Figure 1. Gate-type map.
Drawn at 12 px/um.
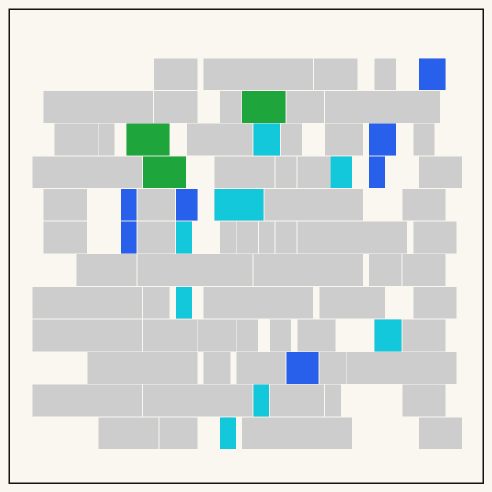
Figure 2. Clock wires, drivers and flops.
Drawn at 10 px/um.
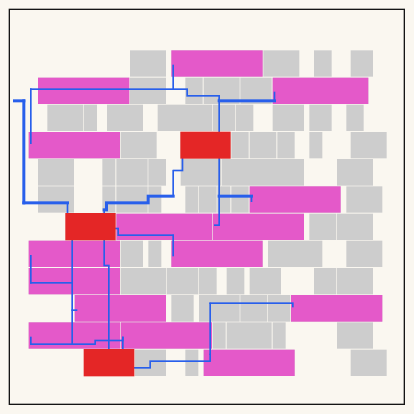
Figure 3. Routed metal per tile.
Drawn at 10 px/um. 8 x 8 tiles, from white (low) to dark blue (high), scaled to the fullest tile. Values are wire area over tile area, all layers added.
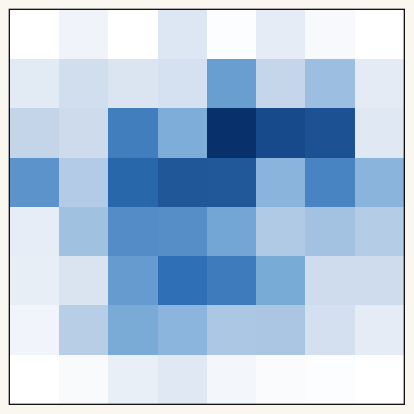
--- config.mk ---
export PLATFORM = sky130hd
export DESIGN_NAME = rr_grant_arbiter
export DESIGN_NICKNAME = d
export VERILOG_FILES = /design/src/rtl/rr_grant_arbiter_pkg.sv /design/src/rtl/rr_grant_arbiter_grant_decode.sv /design/src/rtl/rr_grant_arbiter.sv
export SDC_FILE = /design/constraint.sdc
export NUM_CORES = 1
export LEC_CHECK = 0
export CORE_MARGIN = 1.5
export CORE_UTILIZATION = 55
export CTS_BUF_LIST = sky130_fd_sc_hd__clkbuf_8
export CTS_CLUSTER_SIZE = 30
export DETAILED_ROUTE_END_ITERATION = 12
export GPL_TIMING_DRIVEN = 0
export HOLD_SLACK_MARGIN = 0.05
export PLACE_DENSITY = 0.88
export SLEW_MARGIN = 30
export SYNTH_ARGS = -nofsm -noshare
export SYNTH_HDL_FRONTEND = slang
export SYNTH_SLANG_ARGS = --single-unit
--- constraint.sdc ---
create_clock -name clk -period 3.6 [get_ports clk]
set_input_delay 0.72 -clock clk [delete_from_list [all_inputs] [get_ports clk]]
set_output_delay 0.72 -clock clk [all_outputs]
set_load 0.01 [all_outputs]
--- src/rtl/rr_grant_arbiter_pkg.sv ---
// Shared definitions for the four-requester round-robin grant arbiter.
//   state_e  : arbiter FSM state (idle / grant active)
//   NUM_REQ  : number of requesters
//   ID_W     : width of a requester index
package rr_grant_arbiter_pkg;

  localparam int unsigned NUM_REQ = 4;
  localparam int unsigned ID_W    = 2;

  typedef enum logic {
    ST_IDLE = 1'b0,
    ST_BUSY = 1'b1
  } state_e;

endpackage

--- src/rtl/rr_grant_arbiter_grant_decode.sv ---
// Combinational 2-to-4 one-hot decode of the next winner index.
//   en     : when low the output is all zeros
//   id     : binary requester index
//   onehot : one-hot image of id (registered by the parent)
module rr_grant_arbiter_grant_decode
  import rr_grant_arbiter_pkg::*;
(
  input  logic               en,
  input  logic [ID_W-1:0]    id,
  output logic [NUM_REQ-1:0] onehot
);

  always_comb begin
    onehot = '0;
    if (en) onehot[id] = 1'b1;
  end

endmodule

--- src/rtl/rr_grant_arbiter.sv ---
// Four-requester round-robin arbiter with grant hold and hold-time limit.
//   clk      : rising-edge clock
//   rst      : asynchronous active-high reset
//   req      : level-sensitive per-requester request
//   rel      : release pulse from the current holder
//   grant    : registered one-hot grant, zero when idle
//   grant_id : binary index of the holder, valid while busy
//   busy     : a grant is active
//   timeout  : one-cycle pulse after a hold-limit forced release
module rr_grant_arbiter
  import rr_grant_arbiter_pkg::*;
#(
  parameter int unsigned MAX_HOLD = 16,
  parameter int unsigned CNT_W    = 5
) (
  input  logic               clk,
  input  logic               rst,
  input  logic [NUM_REQ-1:0] req,
  input  logic               rel,
  output logic [NUM_REQ-1:0] grant,
  output logic [ID_W-1:0]    grant_id,
  output logic               busy,
  output logic               timeout
);

  // Saturation point of the hold counter; with no limit it simply parks at all-ones.
  localparam logic [CNT_W-1:0] HOLD_SAT = (MAX_HOLD == 0) ? '1 : CNT_W'(MAX_HOLD - 1);

  state_e               state_q, state_d;
  logic [ID_W-1:0]      last_id_q, last_id_d;
  logic [ID_W-1:0]      grant_id_q, grant_id_d;
  logic [NUM_REQ-1:0]   grant_q, grant_d;
  logic [CNT_W-1:0]     hold_cnt_q, hold_cnt_d;
  logic                 timeout_q, timeout_d;

  logic                 limit_hit;
  logic                 vol_rel;
  logic                 arb_en;
  logic                 any_req;
  logic                 found;
  logic [ID_W-1:0]      cand;
  logic [ID_W-1:0]      win_id;
  logic [NUM_REQ-1:0]   win_onehot;

  // Rotating-priority search: start just after the last winner, so the
  // last winner is examined last (k == NUM_REQ wraps back onto it).
  always_comb begin
    win_id = last_id_q;
    found  = 1'b0;
    cand   = '0;
    for (int unsigned k = 1; k <= NUM_REQ; k++) begin
      cand = last_id_q + ID_W'(k);
      if (!found && req[cand]) begin
        win_id = cand;
        found  = 1'b1;
      end
    end
  end

  always_comb begin
    any_req   = |req;
    limit_hit = (MAX_HOLD != 0) && (hold_cnt_q == HOLD_SAT);
    vol_rel   = rel | ~req[grant_id_q];
    arb_en    = (state_q == ST_IDLE) | vol_rel | limit_hit;
  end

  rr_grant_arbiter_grant_decode u_grant_decode (
    .en     (arb_en & any_req),
    .id     (win_id),
    .onehot (win_onehot)
  );

  always_comb begin
    state_d    = state_q;
    last_id_d  = last_id_q;
    grant_id_d = grant_id_q;
    grant_d    = grant_q;
    hold_cnt_d = hold_cnt_q;
    // A voluntary release in the same cycle as the limit is not a timeout.
    timeout_d  = (state_q == ST_BUSY) & limit_hit & ~vol_rel;

    if (arb_en) begin
      hold_cnt_d = '0;
      if (any_req) begin
        state_d    = ST_BUSY;
        last_id_d  = win_id;
        grant_id_d = win_id;
        grant_d    = win_onehot;
      end else begin
        state_d = ST_IDLE;
        grant_d = '0;
      end
    end else if (hold_cnt_q != HOLD_SAT) begin
      hold_cnt_d = hold_cnt_q + 1'b1;
    end
  end

  always_ff @(posedge clk or posedge rst) begin
    if (rst) begin
      state_q    <= ST_IDLE;
      last_id_q  <= '1;
      grant_id_q <= '0;
      grant_q    <= '0;
      hold_cnt_q <= '0;
      timeout_q  <= 1'b0;
    end else begin
      state_q    <= state_d;
      last_id_q  <= last_id_d;
      grant_id_q <= grant_id_d;
      grant_q    <= grant_d;
      hold_cnt_q <= hold_cnt_d;
      timeout_q  <= timeout_d;
    end
  end

  assign grant    = grant_q;
  assign grant_id = grant_id_q;
  assign busy     = (state_q == ST_BUSY);
  assign timeout  = timeout_q;

endmodule

==> impl_metrics.json <==
{
  "worstReg2RegStart": "hold_cnt_q[0]",
  "syn_avg_cell_area_um2": 11.5,
  "fin_cells": 95,
  "port_buffers": 14,
  "utilization_pct": 79.5,
  "ys_area_um2": 727,
  "powerDensity_mw_per_mm2": 716,
  "signal_buffer_area_fraction_pct": 16.3,
  "grt_max_degree": 16,
  "inv_count": 4,
  "dp_hpwl_mm": 1.07,
  "rsz0062_at_grt": "no",
  "hold_path_end": "hold_cnt_q[0]",
  "setup_tns_ns": 0,
  "grt_pass1_vias": 538,
  "grt_use_met2_pct": 38.8,
  "grtUsageMet1_pct": 31.2,
  "grt_overflow": 0,
  "setup_viol": 0,
  "chip_area_mm2": 0.00155,
  "vias_per_cell": 6.12,
  "ctsHoldBuffers": 0,
  "insertion_delay_ns": 0.25,
  "h-tree-depth": 1,
  "final_hold_viol_count": 0,
  "flops": 15,
  "critPathBufInv": 2,
  "crit_path_max_fanout": 8,
  "endpoint_kind": "flip-flop",
  "wl_met1_um": 595,
  "crit_type": "in -> reg",
  "crit_chain": "clkdlybuf4s50_1, mux4_2, and3b_1, buf_6, nor2_4, mux2_4",
  "hp-class": "reg -> reg",
  "worstReg2RegEnd": "grant_id[1]",
  "globalRouteTotalUtil_pct": 24.5,
  "place_inst": 91,
  "power_mw": 0.666,
  "drtAntennaViolNets": 0,
  "async_flop_share_pct": 100,
  "startpoint": "req[3]",
  "coreArea_mm2": 0.00117,
  "n_tap_cell": 14,
  "path_clk_slew_ns": 0.06,
  "crit_arrival_ns": 2.58,
  "comb.multi_input.count": 43,
  "synthDistinctLibCells": 29,
  "lay_top_count": "clkdlybuf4s50_1",
  "top_usage_layer": "met2",
  "max_stage_delay_ns": 0.53,
  "drc": 0,
  "n_all_buffers": 15,
  "regArea_um2": 378,
  "synth_cells": 63,
  "antennaDiodeCount": 0,
  "detail_route.wl_per_cell_um": 15.3,
  "die_y_um": 39.4,
  "seq_share_pct": 40.6,
  "leakagePower_nw": 0.409,
  "cp.required_ns": 3.73,
  "finish.instance_area_um2": 931,
  "outcome": "complete, no violations",
  "cap_violations": 0,
  "dr_total_vias": 581,
  "ys_seq_share_pct": 52.0,
  "hold_start": "hold_cnt_q[0]",
  "die_w_um": 39.4,
  "fillers": 78,
  "fp-utilization_pct": 62.1,
  "worstMarginPinSlew_ns": 0.855,
  "synth.area.top_cells": "dfrtp_1 (45%), dfstp_2 (7.2%), a21oi_1 (4.1%)"
}
-- Figure 1 (at the start) --
family	color	cells	most used
non-inverting ao/oa cells	green	3	a32o_1
nor cells	cyan	8	nor2_1
nand cells	blue	7	nand2_1

-- Figure 2 (at the start) --
[flip-flops] magenta | count: 15
[clock wires] blue | length: 168 um
[clock-net drivers] red | count: 3
routed clock nets	4

-- Figure 3 (at the start) --
tiles over half the peak	25%
mean over tiles	0.15
fullest tile	0.47
densest ninth of the die	middle
nearly empty tiles	11%

==> cell families after synthesis <==
family | count (synthesis) | share of synthesized area (%)
xor+xnor | 2 | 2.41
compound gates | 15 | 14.3
buf+inv | 5 | 3.61
simple gates | 21 | 17.0
flops | 15 | 52.0
mux | 3 | 7.23
fa+ha+maj | 2 | 3.44
==> power by group <==
| part | switching [mW] | leakage [nW] | total (mW) | internal (mW) |
|---|---|---|---|---|
| sequential | 0.0435 | 0.188 | 0.269 | 0.225 |
| combinational | 0.117 | 0.195 | 0.263 | 0.146 |
| clock | 0.0579 | 0.0255 | 0.134 | 0.0765 |
==> sequential cells by signal, indices dropped and copies added, names as in the netlist <==
name / count
busy: 1
grant: 4
grant_id: 2
hold_cnt_q: 5
last_id_q: 2
timeout: 1
Power figures rest on the tool's default switching activity, not on a simulated workload.
